**src/rtl/output_credit_port.sv**
```systemverilog
// output_credit_port: one crossbar output feeding a credit-flow-controlled link.
// Flits are queued in a small FIFO and sent only when the downstream VC named
// by the head flit has a credit. A packet FSM counts body flits to pulse
// packet_sent when the last flit of a packet leaves. A sticky overflow flag
// records any flit dropped because the FIFO was full.

package output_credit_port_pkg;
  localparam int FLIT_VC_W      = 2;
  localparam int FLIT_PAYLOAD_W = 16;

  // Header flits carry the body length (number of flits after the header)
  // in payload[6:0]; body flits carry data.
  typedef struct packed {
    logic [FLIT_VC_W-1:0]      vc;
    logic [FLIT_PAYLOAD_W-1:0] payload;
  } flit_t;
endpackage

module output_credit_port
  import output_credit_port_pkg::*;
#(
  parameter int NUM_VCS    = 2,
  parameter int CREDIT_MAX = 8,
  parameter int FIFO_DEPTH = 4,
  localparam int VC_W      = (NUM_VCS > 1) ? $clog2(NUM_VCS) : 1,
  localparam int CW        = $clog2(CREDIT_MAX + 1),
  localparam int OW        = $clog2(FIFO_DEPTH + 1)
) (
  input  logic                  clk,
  input  logic                  n_rst,
  input  flit_t                 in_flit,
  input  logic                  in_valid,
  input  logic                  credit_valid,
  input  logic [VC_W-1:0]       credit_vc,
  output flit_t                 link_flit,
  output logic                  link_valid,
  output logic [NUM_VCS-1:0]    buffer_available,
  output logic                  packet_sent,
  output logic                  overflow,
  output logic [0:0]            dbg_state,
  output logic [6:0]            dbg_remaining,
  output logic [OW-1:0]         dbg_occupancy,
  output logic [NUM_VCS*CW-1:0] dbg_credits
);

  // Handshake: in_valid is a push with no back-pressure (a full FIFO with no
  // pop drops the flit and sets overflow); link_valid is a one-cycle
  // transfer with no ready, flow control comes only from returned credits.

  localparam int PW = $clog2(FIFO_DEPTH);

  localparam logic [0:0] ST_IDLE = 1'b0;
  localparam logic [0:0] ST_BODY = 1'b1;

  localparam logic [CW-1:0] CREDIT_FULL = CW'(CREDIT_MAX);
  localparam logic [OW-1:0] OCC_FULL    = OW'(FIFO_DEPTH);

  flit_t           mem [FIFO_DEPTH];
  logic [PW-1:0]   wr_ptr;
  logic [PW-1:0]   rd_ptr;
  logic [OW-1:0]   occupancy;
  logic [CW-1:0]   credits [NUM_VCS];
  logic [0:0]      state;
  logic [6:0]      remaining;

  flit_t           head;
  logic [VC_W-1:0] head_vc;
  logic            head_vc_ok;
  logic            fifo_empty;
  logic            fifo_full;
  logic            pop;
  logic            push;

  // FIFO status, head decode and the send (pop) / write (push) decisions.
  always_comb begin
    head       = mem[rd_ptr];
    head_vc    = head.vc[VC_W-1:0];
    head_vc_ok = (int'(head.vc) < NUM_VCS);
    fifo_empty = (occupancy == '0);
    fifo_full  = (occupancy == OCC_FULL);
    pop        = !fifo_empty && head_vc_ok && (credits[head_vc] != '0);
    push       = in_valid && (!fifo_full || pop);
  end

  // FIFO storage; contents need no reset because occupancy gates every read.
  always_ff @(posedge clk) begin
    if (push) mem[wr_ptr] <= in_flit;
  end

  // FIFO pointers wrap naturally; occupancy tracks full/empty.
  always_ff @(posedge clk or negedge n_rst) begin
    if (!n_rst) begin
      wr_ptr    <= '0;
      rd_ptr    <= '0;
      occupancy <= '0;
    end else begin
      if (push) wr_ptr <= wr_ptr + PW'(1);
      if (pop)  rd_ptr <= rd_ptr + PW'(1);
      case ({push, pop})
        2'b10:   occupancy <= occupancy + OW'(1);
        2'b01:   occupancy <= occupancy - OW'(1);
        default: occupancy <= occupancy;
      endcase
    end
  end

  // Sticky overflow: a flit arrived to a full FIFO that was not draining.
  always_ff @(posedge clk or negedge n_rst) begin
    if (!n_rst) overflow <= 1'b0;
    else if (in_valid && fifo_full && !pop) overflow <= 1'b1;
  end

  // Per-VC credit counters: send consumes, return refills, both cancel.
  always_ff @(posedge clk or negedge n_rst) begin
    if (!n_rst) begin
      for (int v = 0; v < NUM_VCS; v++) credits[v] <= CREDIT_FULL;
    end else begin
      for (int v = 0; v < NUM_VCS; v++) begin
        case ({pop && (head_vc == VC_W'(v)), credit_valid && (credit_vc == VC_W'(v))})
          2'b10:   if (credits[v] != '0) credits[v] <= credits[v] - CW'(1);
          2'b01:   if (credits[v] != CREDIT_FULL) credits[v] <= credits[v] + CW'(1);
          default: credits[v] <= credits[v];
        endcase
      end
    end
  end

  // Credit availability flags and flattened debug view of the counters.
  always_comb begin
    buffer_available = '0;
    dbg_credits      = '0;
    for (int v = 0; v < NUM_VCS; v++) begin
      buffer_available[v]    = (credits[v] != '0);
      dbg_credits[v*CW +: CW] = credits[v];
    end
  end

  // Link register: the popped flit appears on the link one cycle later.
  always_ff @(posedge clk or negedge n_rst) begin
    if (!n_rst) begin
      link_flit  <= '0;
      link_valid <= 1'b0;
    end else begin
      link_valid <= pop;
      link_flit  <= pop ? head : '0;
    end
  end

  // Packet FSM: header loads the body length, body flits count it down;
  // packet_sent is registered so it lines up with the last flit's link_valid.
  always_ff @(posedge clk or negedge n_rst) begin
    if (!n_rst) begin
      state       <= ST_IDLE;
      remaining   <= '0;
      packet_sent <= 1'b0;
    end else begin
      packet_sent <= 1'b0;
      if (pop) begin
        case (state)
          ST_IDLE: begin
            remaining <= head.payload[6:0];
            if (head.payload[6:0] == 7'd0) packet_sent <= 1'b1;
            else                           state       <= ST_BODY;
          end
          ST_BODY: begin
            if (remaining == 7'd1) begin
              packet_sent <= 1'b1;
              remaining   <= '0;
              state       <= ST_IDLE;
            end else begin
              remaining <= remaining - 7'd1;
            end
          end
          default: state <= ST_IDLE;
        endcase
      end
    end
  end

  assign dbg_state     = state;
  assign dbg_remaining = remaining;
  assign dbg_occupancy = occupancy;

endmodule

```
**config.mk**
```make
export PLATFORM = sky130hd
export DESIGN_NAME = output_credit_port
export DESIGN_NICKNAME = d
export VERILOG_FILES = /design/src/rtl/output_credit_port.sv
export SDC_FILE = /design/constraint.sdc
export NUM_CORES = 1
export LEC_CHECK = 0
export CORE_ASPECT_RATIO = 1.25
export CORE_UTILIZATION = 56
export DETAILED_ROUTE_END_ITERATION = 8
export DONT_BUFFER_PORTS = 1
export GPL_TIMING_DRIVEN = 0
export HOLD_SLACK_MARGIN = 0.1
export PLACE_DENSITY_LB_ADDON = 0.12
export SLEW_MARGIN = 10
export SYNTH_ARGS = -nofsm -noshare
export SYNTH_HDL_FRONTEND = slang
export SYNTH_SLANG_ARGS = --single-unit
```
**constraint.sdc**
```tcl
create_clock -name clk -period 2.86 [get_ports clk]
set_input_delay 0.572 -clock clk [delete_from_list [all_inputs] [get_ports clk]]
set_output_delay 0.572 -clock clk [all_outputs]
set_load 0.05 [all_outputs]
```
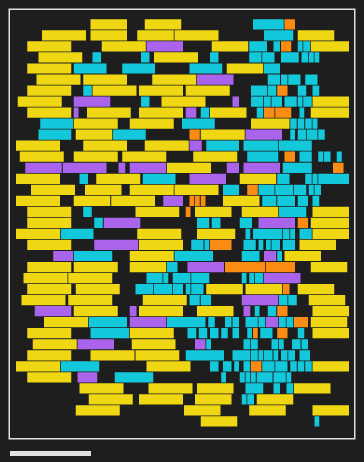
Figure 1: run 1, placed cells, one colour a class.
Scale bar: 20 um.
[flops] yellow | cells: 116
[combinational and other logic] cyan | cells: 175
[clock drivers and dummy loads] purple | cells: 32
[other buffers and delay cells] orange | cells: 23

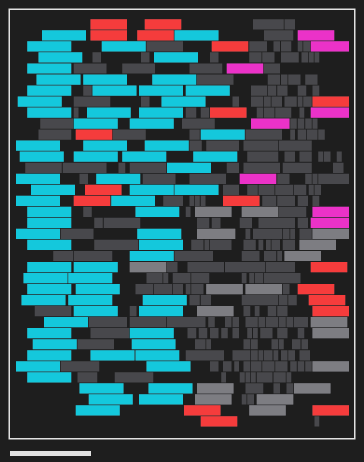
Figure 2: run 1, where the registers sit.
Scale bar: 20 um. Other sequential cells in the stronger grey, the rest of the logic in the fainter grey.
[mem] cyan | sequential cells: 72
[dbg_credits] magenta | sequential cells: 8
[link_flit] red | sequential cells: 18 | where: all over the die
not coloured: 18

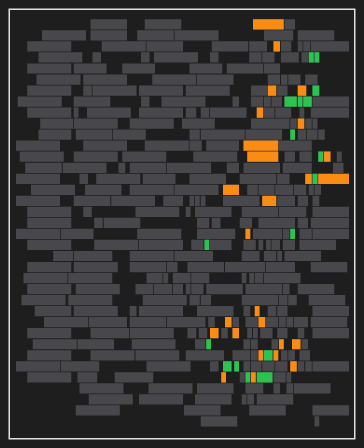
Figure 3: run 1, selected gate families.
[NOR gates] orange | cells: 26
[NAND gates] green | cells: 17
logic share of the area: 26.5%
dominant logic cell type in the layout: edfxtp_1
non-filler cells in the finished layout: 443

==> flow_summary.ini, run 1 <==
; yosys + openroad results
[floorplanning]
chipArea_um2 = 8950
die_w_um = 84.8

[finish]
design_area_um2 = 5750
fin_nets = 370
clock_buffers = 20
area_share_nonclk_buffers_pct = 3.44
syn_to_final_growth_pct = 19.6

[clock_network]
postCtsSetupBuffers = 5
htreeDepth = 4

[worst_setup_path]
cp-end-kind = flop
crit_path_max_incr_delay_ps = 590
cp-startpoint = rd_ptr[0]$_DFFE_PN0N_
cpLargestDelayFamily = multiplexers
reg2reg_slack_ps = 120

[sta]
finalHoldViolCount = 0
fmax_mhz = 365

[synth]
yosys_cells = 299
ys_async_sr_fraction_pct = 37.9
synth_cells = 299
ys_sh_aoi_pct = 5.68
syn_avg_cell_area_um2 = 16.1

[status]
violations = DRC
outcome = finished with violations

[placed_design]
dpl_cell_area_um2 = 4940
place_inst = 396
hpwl_mm = 5.24

[route]
routed.top_layer = met4
drc = 6
wl_met1_mm = 3.64
Figure 4. Signal wires by layer (run 1).
Scale bar: 20 um. Only two layers are drawn.
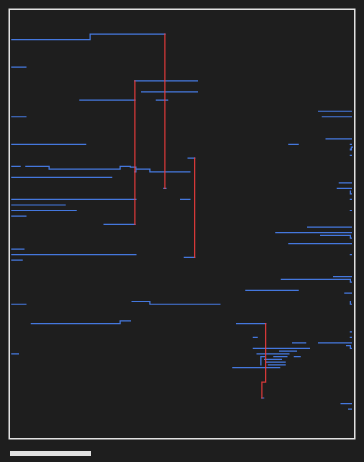

==> run 2, diff against run 1 <==
--- a/config.mk
+++ b/config.mk
@@ -11,7 +11,7 @@
 export DONT_BUFFER_PORTS = 1
 export GPL_TIMING_DRIVEN = 0
 export HOLD_SLACK_MARGIN = 0.1
-export PLACE_DENSITY_LB_ADDON = 0.12
+export PLACE_DENSITY_LB_ADDON = 0.1
 export SLEW_MARGIN = 10
 export SYNTH_ARGS = -nofsm -noshare
 export SYNTH_HDL_FRONTEND = slang
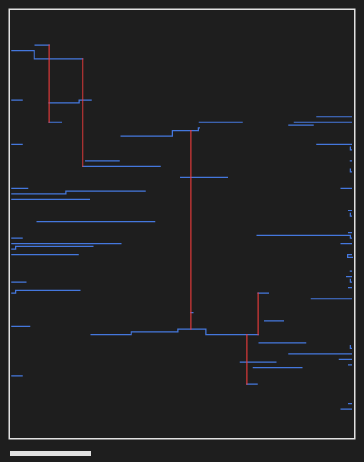
Figure 5: run 2, signal wires by layer.
Scale bar: 20 um. Only two layers are drawn.
[metal 3] blue | wire length: 488 um
[metal 4] red | wire length: 117 um

==> flow_summary.ini, run 2 <==
; yosys + openroad results
[finish]
clock_buffers = 18
fin_nets = 363
syn_to_final_growth_pct = 16.8
nNonClkInverters = 16
final_cells = 435
area_share_nonclk_buffers_pct = 2.23
design_area_um2 = 5610
lay_top_count = edfxtp_1
logic_gate_count = 159

[clock_network]
postCtsSetupBuffers = 4
htreeDepth = 4

[synth]
synth_cell_types = 42
xor_share_pct = 1.82
syn_avg_cell_area_um2 = 16.1
ys_ff = 116
yosys_cells = 299
fp_nets = 336
synth_cells = 299
ys_async_sr_fraction_pct = 37.9
ys_sh_aoi_pct = 5.68
ys_seq_share_pct = 68.0
synth.area.top_cells = edfxtp_1, dfrtp_1, mux4_2, mux4_1, ha_1

[sta]
fmax_mhz = 366
finalHoldViolCount = 0
setup-tns-final_ps = 0

[placed_design]
hpwl_mm = 5.21
dpl_cell_area_um2 = 4940

[worst_setup_path]
cp-end-kind = flop
reg2reg_slack_ps = 120
cpLargestDelayFamily = multiplexers
crit_path_max_incr_delay_ps = 620
cp-startpoint = rd_ptr[0]$_DFFE_PN0N_

[route]
wl_met1_mm = 3.52
drc = 6
routed.top_layer = met4

[floorplanning]
chipArea_um2 = 8950
die_w_um = 84.8

[grt]
gr-total-overflow = 0

[hold_path]
hold_path_end = mem[0][7]$_DFFE_PP_

[status]
violations = DRC
outcome = finished with violations
Figure 6. Selected gate families (run 2).
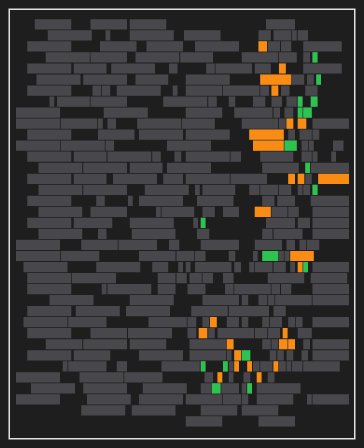

==> run 3, diff against run 2 <==
--- a/config.mk
+++ b/config.mk
@@ -5,8 +5,10 @@
 export SDC_FILE = /design/constraint.sdc
 export NUM_CORES = 1
 export LEC_CHECK = 0
+export CELL_PAD_IN_SITES_DETAIL_PLACEMENT = 0
+export CELL_PAD_IN_SITES_GLOBAL_PLACEMENT = 1
 export CORE_ASPECT_RATIO = 1.25
-export CORE_UTILIZATION = 56
+export CORE_UTILIZATION = 47
 export DETAILED_ROUTE_END_ITERATION = 8
 export DONT_BUFFER_PORTS = 1
 export GPL_TIMING_DRIVEN = 0
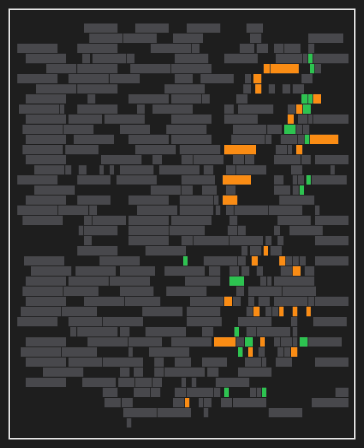
Figure 7: run 3, selected gate families.
[NOR gates] orange | cells: 26
[NAND gates] green | cells: 17
logic share of the area: 26.3%
non-filler cells in the finished layout: 468

==> flow_summary.ini, run 3 <==
; yosys + openroad results
[synth]
synth.area.top_cells = edfxtp_1, dfrtp_1, mux4_2, mux4_1, ha_1
ys_async_sr_fraction_pct = 37.9
yosys_cells = 299
syn_avg_cell_area_um2 = 16.1
ys_seq_share_pct = 68.0
common_cells = edfxtp_1, dfrtp_1, o21ai_0, and3_1, inv_1
fp_nets = 336
xor_share_pct = 1.82
ys_ff = 116
synth_cells = 299

[finish]
clock_buffers = 20
n_sequential_cell = 116
area_share_nonclk_buffers_pct = 2.56
lay_top_count = edfxtp_1
logic_gate_count = 159
fin_nets = 366
syn_to_final_growth_pct = 19.9
design_area_um2 = 5760

[worst_setup_path]
cp-startpoint = rd_ptr[0]$_DFFE_PN0N_
cpLargestDelayFamily = simple AND/OR/NAND/NOR gates
cp-start-kind = flop
cp-end-kind = flop
reg2reg_slack_ps = 120
critPathMaxFanout = 3
crit_path_max_incr_delay_ps = 550

[hold_path]
hold_path_end = mem[2][13]$_DFFE_PP_

[grt]
grtUsageMet1_pct = 21.3
gr-total-overflow = 0
grt_use_total_pct = 18.4

[route]
drc = 0
routed.top_layer = met4
wl_met1_mm = 3.79

[floorplanning]
die_w_um = 92.4
taps = 126
chipArea_um2 = 10600

[sta]
setup-tns-final_ps = 0
worstMarginPinSlew_ps = 902
finalHoldViolCount = 0
fmax_mhz = 365

[status]
outcome = finished, final reports clean

[placed_design]
hpwl_mm = 5.63
place_inst = 425
dpl_cell_area_um2 = 4970
post-place-ws_ps = -663

[clock_network]
htreeDepth = 4

==> layout pictures side by side <==
Track usage over the die.
(a)
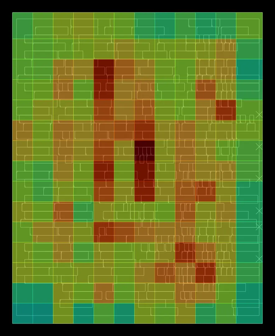
(b)
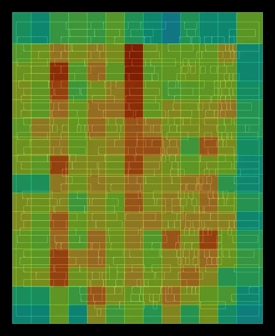
(c)
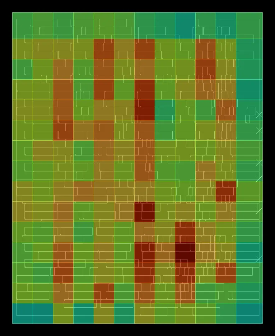
(b) is run 3.
(c) is run 2.
(a) is run 1.

